**Run 1: PDN straps and rails**

Pins as bars on the die edge. Tap cells in gray.
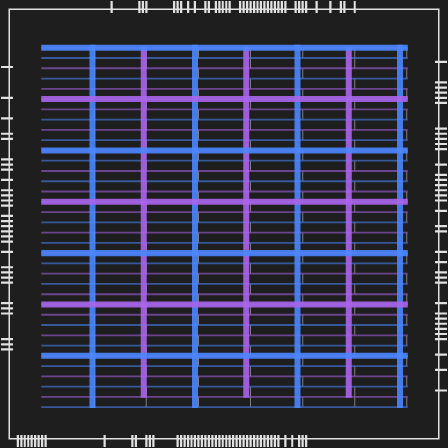
**Run 1: clock wires, drivers and flops**

The bar under the picture is 20 um long.
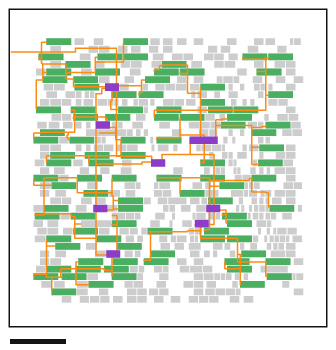
**Run 1: selected gate families**

The bar under the picture is 20 um long.
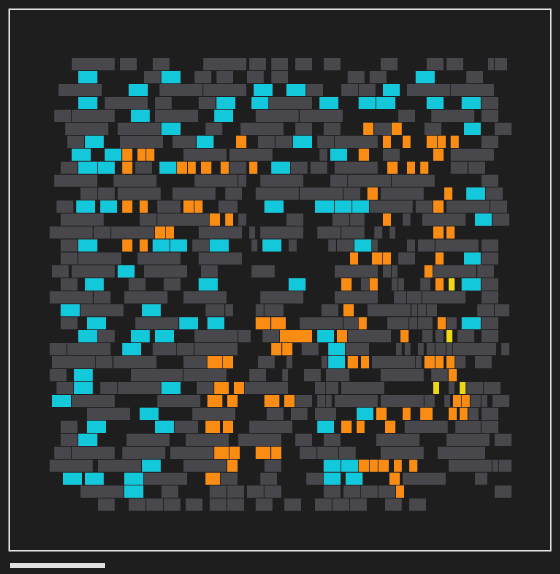
**Run 1: placed cells, one color a class**

The bar under the picture is 20 um long.
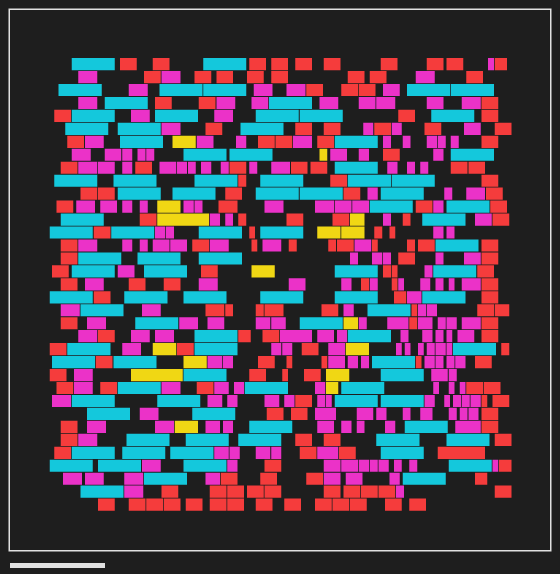
### src/rtl/ptw_two_level.sv
// ptw_two_level: two-level (Sv32-style) page-table walker; producer side of the TLB refill port.
// Latency: accept->refill 5 cycles with zero-wait memory (3 on an L1 cache hit / superpage / L1 fault).
// Backpressure: walk_req_ready only in IDLE; mem_req_valid/addr held until mem_req_ready; one read in flight.
// Ports: walk_req_* miss request; ptbr_pfn root table frame; mem_req_*/mem_resp_* PTE read port;
//        refill_en/vpn/pfn one-cycle TLB write; walk_done/walk_fault completion status;
//        walk_flush drops the cached L1 PTE.
// Optional: `define PTW_L1_CACHE_EN adds a one-entry cache of the last valid non-leaf L1 PTE,
//           tagged by {ptbr, vpn1}. Without it walk_flush is ignored and every walk reads L1.
module ptw_two_level #(
  parameter int VPN_WIDTH = 20,
  parameter int PFN_WIDTH = 20,
  parameter int PTE_WIDTH = 32
) (
  input  logic                   clk,
  input  logic                   rst_n,
  input  logic                   walk_req_valid,
  output logic                   walk_req_ready,
  input  logic [VPN_WIDTH-1:0]   walk_req_vpn,
  input  logic [PFN_WIDTH-1:0]   ptbr_pfn,
  input  logic                   walk_flush,
  output logic                   mem_req_valid,
  input  logic                   mem_req_ready,
  output logic [PFN_WIDTH+11:0]  mem_req_addr,
  input  logic                   mem_resp_valid,
  input  logic [PTE_WIDTH-1:0]   mem_resp_data,
  output logic                   refill_en,
  output logic [VPN_WIDTH-1:0]   refill_vpn,
  output logic [PFN_WIDTH-1:0]   refill_pfn,
  output logic                   walk_done,
  output logic                   walk_fault
);

  typedef enum logic [2:0] {
    IDLE, L1_REQ, L1_WAIT, L0_REQ, L0_WAIT, DONE, FAULT
  } state_t;

  state_t               state;
  logic [VPN_WIDTH-1:0] vpn_q;
  logic [PFN_WIDTH-1:0] ptbr_q;

  // PTE field decode of the returning read data
  logic                 pte_v, pte_r, pte_w, pte_x;
  logic                 pte_leaf, pte_invalid;
  logic [PFN_WIDTH-1:0] pte_ppn;

  assign pte_v       = mem_resp_data[0];
  assign pte_r       = mem_resp_data[1];
  assign pte_w       = mem_resp_data[2];
  assign pte_x       = mem_resp_data[3];
  assign pte_ppn     = mem_resp_data[PFN_WIDTH+9:10];
  assign pte_leaf    = pte_r | pte_w | pte_x;
  assign pte_invalid = !pte_v || (pte_w && !pte_r);

  // Flag bits 9:4 and anything above the PPN carry no meaning for the walk.
  logic unused_bits;
  assign unused_bits = ^{mem_resp_data, walk_flush};

  assign walk_req_ready = (state == IDLE);

  logic                 cache_hit;
  logic [PFN_WIDTH-1:0] cache_ppn;

`ifdef PTW_L1_CACHE_EN
  logic                 cache_vld;
  logic [PFN_WIDTH+9:0] cache_tag;
  logic [PFN_WIDTH-1:0] cache_ppn_q;
  logic                 l1_fill;

  assign l1_fill = (state == L1_WAIT) && mem_resp_valid && !pte_invalid && !pte_leaf;

  always_ff @(posedge clk or negedge rst_n) begin
    if (!rst_n) begin
      cache_vld   <= 1'b0;
      cache_tag   <= '0;
      cache_ppn_q <= '0;
    end else begin
      if (l1_fill) begin
        cache_vld   <= 1'b1;
        cache_tag   <= {ptbr_q, vpn_q[VPN_WIDTH-1:10]};
        cache_ppn_q <= pte_ppn;
      end
      // Flush and fault win over a same-cycle fill.
      if (walk_flush || (state == FAULT)) begin
        cache_vld <= 1'b0;
      end
    end
  end

  // A flush arriving together with the request must not let the stale entry be used.
  assign cache_hit = cache_vld && !walk_flush &&
                     (cache_tag == {ptbr_pfn, walk_req_vpn[VPN_WIDTH-1:10]});
  assign cache_ppn = cache_ppn_q;
`else
  assign cache_hit = 1'b0;
  assign cache_ppn = '0;
`endif

  always_ff @(posedge clk or negedge rst_n) begin
    if (!rst_n) begin
      state         <= IDLE;
      vpn_q         <= '0;
      ptbr_q        <= '0;
      mem_req_valid <= 1'b0;
      mem_req_addr  <= '0;
      refill_en     <= 1'b0;
      refill_vpn    <= '0;
      refill_pfn    <= '0;
      walk_done     <= 1'b0;
      walk_fault    <= 1'b0;
    end else begin
      // Completion strobes are single-cycle by default.
      refill_en  <= 1'b0;
      walk_done  <= 1'b0;
      walk_fault <= 1'b0;

      case (state)
        IDLE: begin
          if (walk_req_valid) begin
            vpn_q         <= walk_req_vpn;
            ptbr_q        <= ptbr_pfn;
            mem_req_valid <= 1'b1;
            if (cache_hit) begin
              mem_req_addr <= {cache_ppn, walk_req_vpn[9:0], 2'b00};
              state        <= L0_REQ;
            end else begin
              mem_req_addr <= {ptbr_pfn, walk_req_vpn[VPN_WIDTH-1:10], 2'b00};
              state        <= L1_REQ;
            end
          end
        end

        L1_REQ: begin
          if (mem_req_ready) begin
            mem_req_valid <= 1'b0;
            state         <= L1_WAIT;
          end
        end

        L1_WAIT: begin
          if (mem_resp_valid) begin
            if (pte_invalid) begin
              walk_done  <= 1'b1;
              walk_fault <= 1'b1;
              state      <= FAULT;
            end else if (!pte_leaf) begin
              mem_req_valid <= 1'b1;
              mem_req_addr  <= {pte_ppn, vpn_q[9:0], 2'b00};
              state         <= L0_REQ;
            end else if (pte_ppn[9:0] != 10'd0) begin
              // Superpage leaf must be 4 MB aligned.
              walk_done  <= 1'b1;
              walk_fault <= 1'b1;
              state      <= FAULT;
            end else begin
              refill_en  <= 1'b1;
              walk_done  <= 1'b1;
              refill_vpn <= vpn_q;
              refill_pfn <= {pte_ppn[PFN_WIDTH-1:10], vpn_q[9:0]};
              state      <= DONE;
            end
          end
        end

        L0_REQ: begin
          if (mem_req_ready) begin
            mem_req_valid <= 1'b0;
            state         <= L0_WAIT;
          end
        end

        L0_WAIT: begin
          if (mem_resp_valid) begin
            if (pte_invalid || !pte_leaf) begin
              walk_done  <= 1'b1;
              walk_fault <= 1'b1;
              state      <= FAULT;
            end else begin
              refill_en  <= 1'b1;
              walk_done  <= 1'b1;
              refill_vpn <= vpn_q;
              refill_pfn <= pte_ppn;
              state      <= DONE;
            end
          end
        end

        DONE:    state <= IDLE;
        FAULT:   state <= IDLE;
        default: state <= IDLE;
      endcase
    end
  end

endmodule
### config.mk
export PLATFORM = sky130hd
export DESIGN_NAME = ptw_two_level
export DESIGN_NICKNAME = d
export VERILOG_FILES = /design/src/rtl/ptw_two_level.sv
export SDC_FILE = /design/constraint.sdc
export NUM_CORES = 1
export LEC_CHECK = 0
export ABC_CLOCK_PERIOD_IN_PS = 2200
export CAP_MARGIN = 20
export CORE_MARGIN = 8
export CORE_UTILIZATION = 45
export DETAILED_ROUTE_END_ITERATION = 7
export GPL_TIMING_DRIVEN = 0
export PLACE_DENSITY_LB_ADDON = 0.08
export SYNTH_ARGS = -nofsm -noshare
export SYNTH_HDL_FRONTEND = slang
export SYNTH_SLANG_ARGS = --single-unit
### constraint.sdc
create_clock -name clk -period 2.2 [get_ports clk]
set_input_delay 0.44 -clock clk [delete_from_list [all_inputs] [get_ports clk]]
set_output_delay 0.44 -clock clk [all_outputs]
set_load 0.02 [all_outputs]
==> impl_summary.log, run 1 <==
[metrics] run summary
[metrics] adder and majority gate portion of the synthesized area: 0%
[metrics] count of inserted antenna diode cells: 0
[metrics] sequential standard cell area: 2430 sq um
[metrics] number of antenna violations at the first check in global routing: 0
[metrics] total of clock buffers placed in the layout: 10
[metrics] non-clock buffer share of cell area: 26.5%
[metrics] Int Pwr: between 5 and 6 mW
[metrics] Flop Count: between 90 and 100
[metrics] end point of the critical path: refill_pfn[18]
[metrics] number of top-level design ports: 155
[metrics] worst hold slack: about 0.033 ns
[metrics] CTS tree: built
[metrics] classification of the worst setup path: input port to flop
[metrics] largest non-sequential cell family by area: multiplexers
[metrics] number of nets in the layout: 573
[metrics] power density relative to cell area: 1480 nW/um^2
[metrics] flip-flop and latch count after synthesis: about 97
[metrics] critical path capture point type: flop
[metrics] Largest stage delay, worst path: 0.46 ns
[metrics] floorplan die area: ~13,000 sq um
[metrics] setup repair after global routing missed its margin: false
[metrics] power share of the sequential group: between 30% and 40%
[metrics] count of buffer and inverter cells on the critical path: 2
[metrics] Yosys Chip Area: 4270 sq um
[metrics] Yosys Instances: around 340
[metrics] Setup crit start: mem_resp_data[11]
[metrics] group drawing the most power: combinational cells
[metrics] Final Slew Violations: 0
[metrics] largest net degree at the start of global routing: ~64
[metrics] destination of the worst register-to-register timing path: refill_pfn[18]
[metrics] Post-Route WL: 12.6 mm
[metrics] Synth top cells by count: 97 x sky130_fd_sc_hd__dfrtp_1, 48 x sky130_fd_sc_hd__mux2_2, 34 x sky130_fd_sc_hd__a21oi_1
[metrics] cell type taking the most area: sequential cells
[metrics] number of vias per cell after detailed routing: 5.31
[metrics] fin crit period: 2.14 ns
[metrics] met1 usage in global routing: 23.1%
[metrics] number of global-route vias before repair: between 3,000 and 4,000
[metrics] number of vias after detailed routing: 3,342
[metrics] total non-filler cell area in the finished layout: 6120 sq um
[metrics] largest delay contributor family on the critical path: buffers and inverters
[metrics] maximum clock frequency: roughly 0.47 GHz
[metrics] power attributed to sequential cells: about 3.2 mW
[metrics] highest routing layer actually used: met4
[metrics] area fraction in compound gates: 14.3%
[metrics] result of the run: completed
[metrics] worst clock skew: 0.00773 ns
-- 'PDN straps and rails' (at the start) --
[blue] VSS
[purple] VDD
met5 straps: 7
tap cells: 129
met4 straps: 7
signal pins: 155
rows: 35
die extent in y: 113 um
worst vdd rail ir drop: 667 uV

-- 'clock wires, drivers and flops' (at the start) --
[orange] clock wires | length: 1,090 um
[purple] cells driving clock nets | count: 9
[green] flip-flops | count: 97
routed clock nets: 10
flops lie: widely spread
share of power burned in the clock network: 14.2%
Clock Latency Late Sink: 0.35 ns

-- 'selected gate families' (at the start) --
[cyan] multiplexers | cells: 81 | where: widely spread
[orange] inverting AOI/OAI gates | cells: 95
[yellow] inverters | cells: 4
commonest non-fill, non-tap cell in the layout: sky130_fd_sc_hd__clkdlybuf4s50_1
final cell count without fillers: 629
share of the final layout cell area in multi-input gates: 27.2%

-- 'placed cells, one color a class' (at the start) --
[cyan] flip-flops | cells: 97
[red] other buffers and delay cells | cells: 175
[yellow] clock drivers and dummy loads | cells: 16
[magenta] all other logic | cells: 212
core area: 9240 sq um
Seq/total area: 39.7%
final core utilization: 66.2%

## run 1: cells in the final DEF, fill, tap and decap left out, types with 3 or more instances in the layout
cell,count
sky130_fd_sc_hd__clkdlybuf4s50_1,140
sky130_fd_sc_hd__dfrtp_1,97
sky130_fd_sc_hd__mux2_2,48
sky130_fd_sc_hd__a21oi_1,34
sky130_fd_sc_hd__mux2i_1,30
sky130_fd_sc_hd__a31oi_1,30
sky130_fd_sc_hd__buf_2,13
sky130_fd_sc_hd__clkbuf_1,12
sky130_fd_sc_hd__o22ai_1,11
sky130_fd_sc_hd__a2bb2oi_1,10
sky130_fd_sc_hd__clkbuf_8,10
sky130_fd_sc_hd__o21ai_0,8
sky130_fd_sc_hd__nand2_1,5
sky130_fd_sc_hd__buf_4,5
sky130_fd_sc_hd__inv_1,4
sky130_fd_sc_hd__nor2_1,3
sky130_fd_sc_hd__nor3_1,3
sky130_fd_sc_hd__buf_6,3
sky130_fd_sc_hd__mux2_1,3
## run 1: through the flow
stage / instances / setup TNS [ns] / worst slack, ns
2_1_floorplan: 341 / 0 / 0.262
3_3_place_gp: 612 / -303.68 / -2.94
3_5_place_dp: 613 / -19.97 / -0.400
4_1_cts: 629 / 0 / 0.0261
5_1_grt: 629 / 0 / 0.00646
6_report: 629 / 0 / 0.0612
## run 1: flip-flops by register name, summed over array words and instances (netlist names)
register and count:
walk_fault 1, refill_vpn 20, refill_pfn 20, refill_en 1, state 3, walk_done 1
mem_req_valid 1, mem_req_addr 30, vpn_q 20
## run 1: cell families (layout without fill, tap and decap cells)
group	count (synthesis)	after routing
AOI/OAI and AO/OA	98	98
xor gates and xnor gates	1	1
buffers and inverters	36	195
DFF	97	97
muxes	81	81
other	1	2
and+or+nand+nor	26	26
==> run 1 -> run 2 <==
- CAP_MARGIN: 20 -> default
- GPL_TIMING_DRIVEN: 0 -> default
- SLEW_MARGIN: default -> 40
**Run 2: placed cells, one color a class**

The bar under the picture is 20 um long.
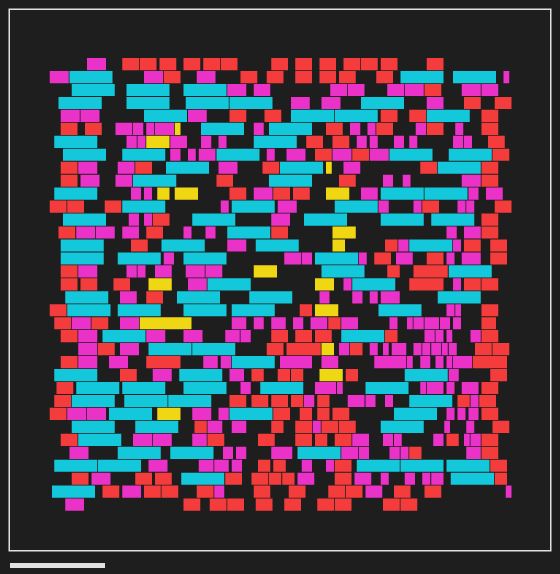
[red] other buffers and delay cells | cells: 172
[magenta] all other logic | cells: 212
[cyan] flip-flops | cells: 97
[yellow] clock drivers and dummy loads | cells: 16
total non-filler cell area in the finished layout: 6180 sq um
final core utilization: 66.9%
count of standard-cell rows: 35
Seq/total area: 39.3%

==> impl_summary.log, run 2 <==
[metrics] run summary
[metrics] result of the run: completed
[metrics] flip-flop and latch count after synthesis: 97
[metrics] largest net degree at the start of global routing: 51
[metrics] die extent in y: 113 um
[metrics] total negative setup slack: 0 ns
[metrics] aggregate global-route resource usage: a little under a fifth
[metrics] Yosys Chip Area: approximately 4300 sq um
[metrics] destination of the worst register-to-register timing path: refill_pfn[12]
[metrics] critical path capture point type: flop
[metrics] core area: 9240 sq um
[metrics] floorplan die area: 12,800 sq um
[metrics] Setup crit start: mem_resp_data[14]
[metrics] final-report setup violation count: 0
[metrics] worst hold slack: 0.102 ns
[metrics] cell type with the highest aggregate area in the netlist: sky130_fd_sc_hd__dfrtp_1
[metrics] number of flip-flops under the largest register name: 30
[metrics] Final Slew Violations: 0
[metrics] number of top-level design ports: 155
[metrics] commonest non-fill, non-tap cell in the layout: sky130_fd_sc_hd__clkdlybuf4s50_1
[metrics] commonest cells after routing, fill and taps aside: 141 x sky130_fd_sc_hd__clkdlybuf4s50_1, 97 x sky130_fd_sc_hd__dfrtp_1, 48 x sky130_fd_sc_hd__mux2_2
[metrics] CP Max Fanout: 27
[metrics] power density relative to cell area: 1430 nW/um^2
[metrics] Yosys Instances: 340
[metrics] number of global-route vias before repair: 3,555
[metrics] final worst setup slack: 0.132 ns
[metrics] CTS Hold Bufs: 0
[metrics] count of inserted antenna diode cells: 0
[metrics] number of vias after detailed routing: 3,300
[metrics] number of antenna violations at the first check in global routing: 0
[metrics] dpl ws: -0.275 ns
[metrics] Async S/R FF share, synth: 100%
[metrics] tool warnings: 35
[metrics] fin crit period: ~2.1 ns
[metrics] tally of nets with antenna violations remaining after routing: 0
[metrics] Critical Path AT: between 2 and 2.5 ns
[metrics] Clock Latency Late Sink: 0.35 ns
[metrics] number of cells in the design after placement: 610
[metrics] number of vias per cell after detailed routing: roughly 5.3
[metrics] Overflow after GRT: 0
[metrics] Top reg by flops: mem_req_addr
[metrics] CTS H-Tree Depth: 3
[metrics] CTS tree: built
[metrics] number of synthesized flops with an enable pin: 0
[metrics] final cell count without fillers: 626
[metrics] Post-Route WL: 11.8 mm
[metrics] end point of the critical path: refill_pfn[12]
[metrics] maximum clock frequency: around 0.48 GHz
[metrics] setup repair after global routing missed its margin: false
[metrics] Top cell area share: 56.9%
[metrics] worst vdd rail ir drop: 664 uV
[metrics] Synth top cells by count: 97 x sky130_fd_sc_hd__dfrtp_1, 48 x sky130_fd_sc_hd__mux2_2, 34 x sky130_fd_sc_hd__a21oi_1
[metrics] classification of the worst setup path: input port to flop
[metrics] number of nets in the layout: 570
**Run 2: clock routing**

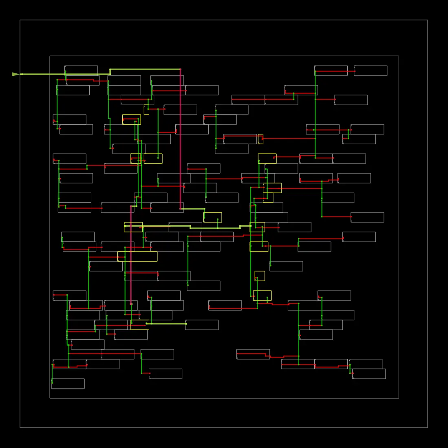
worst clock skew: 0.0142 ns
cts bufs inserted: 9

## run 2: cell counts after synthesis
No cell type changed its count.
## run 2: layout make-up
class | instances | area [sq um] | share of cell area, %
Clock inverter | 5 | 63.8 | 1.03
Tap cell | 129 | 161 | 2.61
Multi-Input combinational cell | 208 | 1670 | 27.1
Inverter | 4 | 15.0 | 0.243
Clock buffer | 11 | 131 | 2.13
Timing Repair Buffer | 172 | 1710 | 27.6
Sequential cell | 97 | 2430 | 39.3
## run 2: where the power goes
group / switching (mW) / internal [mW]
logic: 2.21 / 2.26
registers: 0.609 / 2.63
clock network: 0.611 / 0.535
## run 2: metrics by stage
stage / utilization (%) / instance area, sq um
after detailed placement: 64.7 / 5980
after global routing: 66.9 / 6180
final: 66.9 / 6180
after global placement: 64.7 / 5980
after CTS: 66.8 / 6170
after floorplan: - / 4270
## run 2: layer usage
metal	global-route usage, %	vias up	wire length (um)
met2	31.3	98	5930
met1	22.3	1624	4740
met5	0	-	0
li1	-	1569	-
met4	6.31	0	159
met3	5.43	9	979
## run 2: critical path, stage by stage
cell and delay [ns]:
sky130_fd_sc_hd__clkdlybuf4s50_1 0.44, sky130_fd_sc_hd__nor4_2 0.28, sky130_fd_sc_hd__buf_4 0.16, sky130_fd_sc_hd__nand4_2 0.14, sky130_fd_sc_hd__a21boi_4 0.24, sky130_fd_sc_hd__buf_12 0.21, sky130_fd_sc_hd__mux2_2 0.36
## run 2: kinds of logic after synthesis
family	count (synthesis)	synth area share, %
compound gates	98	14.3
flops	97	56.9
mux	81	20.5
buf+inv	36	4.43
simple gates	26	3.58
xor+xnor	1	0.205
other cells	1	0.0879
## run 2: repair_timing
action	4_1_cts	5_1_grt
setup endpoints to repair	1	2
buffers inserted	0	0
resized	1	1
gates cloned	0	0
==> run 2 -> run 3 <==
- SLEW_MARGIN: 40 -> default
**Run 3: clock wires, drivers and flops**

The bar under the picture is 20 um long.
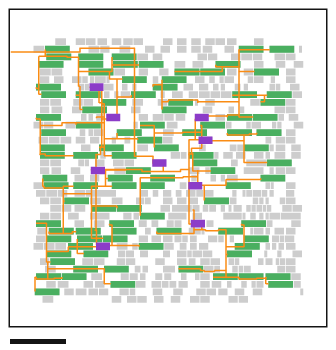
[green] flip-flops | count: 97
[orange] clock wires | length: 1,110 um
[purple] cells driving clock nets | count: 9
flops lie: widely spread
routed clock nets: 10
power in the clock group: 1.15 mW
share of power burned in the clock network: 12.9%

==> impl_summary.log, run 3 <==
[metrics] run summary
[metrics] total negative setup slack: 0 ns
[metrics] total length of routed met2 wires: 5.93 mm
[metrics] final cell count without fillers: 626
[metrics] result of the run: completed
[metrics] floorplan die area: 12,800 sq um
[metrics] number of vias per cell after detailed routing: 5.27
[metrics] flip-flop and latch count after synthesis: 97
[metrics] end point of the critical path: refill_pfn[12]
[metrics] Post-Route WL: 11.8 mm
[metrics] Synth top cells by count: 97 x sky130_fd_sc_hd__dfrtp_1, 48 x sky130_fd_sc_hd__mux2_2, 34 x sky130_fd_sc_hd__a21oi_1
[metrics] Setup crit start: mem_resp_data[14]
[metrics] commonest non-fill, non-tap cell in the layout: sky130_fd_sc_hd__clkdlybuf4s50_1
[metrics] number of vias after detailed routing: about 3,300
[metrics] Overflow after GRT: 0
[metrics] CTS Hold Bufs: 0
[metrics] final-report setup violation count: 0
[metrics] commonest cells after routing, fill and taps aside: 141 x sky130_fd_sc_hd__clkdlybuf4s50_1, 97 x sky130_fd_sc_hd__dfrtp_1, 48 x sky130_fd_sc_hd__mux2_2
[metrics] Top cell area share: ~57%
[metrics] DRT met1 WL: about 4.7 mm
[metrics] number of antenna violations at the first check in global routing: 0
[metrics] largest net degree at the start of global routing: 51
[metrics] Yosys Instances: 340
[metrics] classification of the worst setup path: input port to flop
[metrics] cts bufs inserted: 9
[metrics] destination of the worst register-to-register timing path: refill_pfn[12]
[metrics] dpl ws: -0.275 ns
[metrics] busiest grt layer: met2
[metrics] synthesized area per cell: 12.5 sq um
[metrics] met3 Usage GRT: 5.43%
[metrics] count of standard-cell rows: 35
[metrics] cell type with the highest aggregate area in the netlist: sky130_fd_sc_hd__dfrtp_1
[metrics] Yosys Chip Area: between 4000 and 5000 sq um
[metrics] critical path capture point type: flop
[metrics] yosys warning tally: 0
[metrics] final core utilization: 66.9%
[metrics] CTS tree: built
[metrics] power density relative to cell area: about 1400 nW/um^2
[metrics] number of cells in the design after placement: 610
[metrics] worst clock skew: 0.0142 ns
[metrics] setup repair after global routing missed its margin: false
[metrics] total number of clock tree sinks: 97
[metrics] cell area after synthesis: 4270 sq um
[metrics] fin crit period: 2.07 ns
[metrics] count of inserted antenna diode cells: 0
[metrics] core area: 9240 sq um
[metrics] CTS H-Tree Depth: 3
[metrics] tally of nets with antenna violations remaining after routing: 0
[metrics] worst hold slack: 0.102 ns
[metrics] Clock Latency Late Sink: ~0.35 ns
[metrics] Final Slew Violations: 0
[metrics] Async S/R FF share, synth: 100%
[metrics] met2 capacity usage during global routing: 31.3%
[metrics] number of synthesized flops with an enable pin: 0
[metrics] number of nets in the layout: 570
[metrics] setup repair bufs after CTS: 0
[metrics] number of top-level design ports: about 160
[metrics] max_cap viols: 0
[metrics] highest routing layer actually used: met4
[metrics] Critical Path AT: 2.30 ns
[metrics] maximum clock frequency: 0.484 GHz
[metrics] Post-DP Area: 5980 sq um
[metrics] met1 usage in global routing: between 20 and 25%
[metrics] aggregate global-route resource usage: 18.6%
[metrics] final worst setup slack: 0.132 ns
[metrics] CP Max Fanout: 27
[metrics] FF-to-FF setup slack: 0.31 ns
**Run 3: PDN straps and rails**

Pins as bars on the die edge. Tap cells in gray.
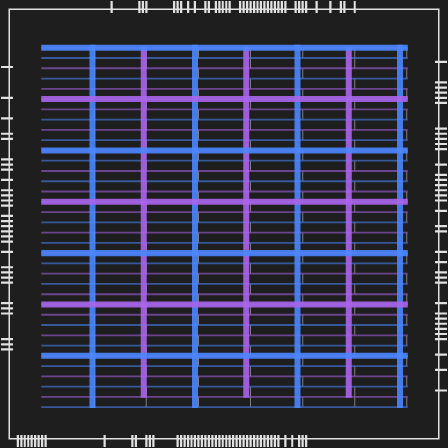
[blue] VSS
[purple] VDD
met1 rails: 36
met4 straps: 7
x dimension of the die: 113 um
worst vdd rail ir drop: 664 uV

[run 3: cell counts after synthesis]
Identical to the previous run, type by type.
[run 3: cell families (layout without fill, tap and decap cells)]
logic type	Yosys count	count (layout)	synth area share, %
AOI/OAI and AO/OA	98	98	14.3
DFF	97	97	56.9
muxes	81	81	20.5
buffers and inverters	36	192	4.43
and+or+nand+nor	26	26	3.58
other	1	2	0.0879
xor gates and xnor gates	1	1	0.205
[run 3: worst min-delay path by stage]
stage                         startpoint          endpoint  depth (start not counted)  slack (ns)
after CTS                          rst_n         walk_done                          1        0.12
after global placement    refill_pfn[13]    refill_pfn[13]                          1        0.47
final                              rst_n         walk_done                          1        0.10
after floorplan                    rst_n  mem_req_addr[10]                          0        0.14
after global routing               rst_n        walk_fault                          1        0.15
after detailed placement  refill_pfn[13]    refill_pfn[13]                          1        0.47
[run 3: power by group]
part           switching (mW)  internal (mW)
registers               0.609           2.63
clock network           0.611          0.535
logic                    2.21           2.26
[run 3: cell type report]
class                   count  area, sq um
clock buffers              11          131
clock inverters             5         63.8
fillers                   743         3060
inverters                   4         15.0
multi-input cells         208         1670
flip-flops and latches     97         2430
well taps                 129          161
repair buffers            172         1710
[run 3: repair_timing]
action	in CTS	in global routing
resized	1	1
pin swaps	0	0
setup endpoints to repair	1	2
[run 3: critical path, cell delays in order]
cell,delay [ns]
sky130_fd_sc_hd__clkdlybuf4s50_1,0.44
sky130_fd_sc_hd__nor4_2,0.28
sky130_fd_sc_hd__buf_4,0.16
sky130_fd_sc_hd__nand4_2,0.14
sky130_fd_sc_hd__a21boi_4,0.24
sky130_fd_sc_hd__buf_12,0.21
sky130_fd_sc_hd__mux2_2,0.36
Power figures rest on the tool's default switching activity, not on a simulated workload.
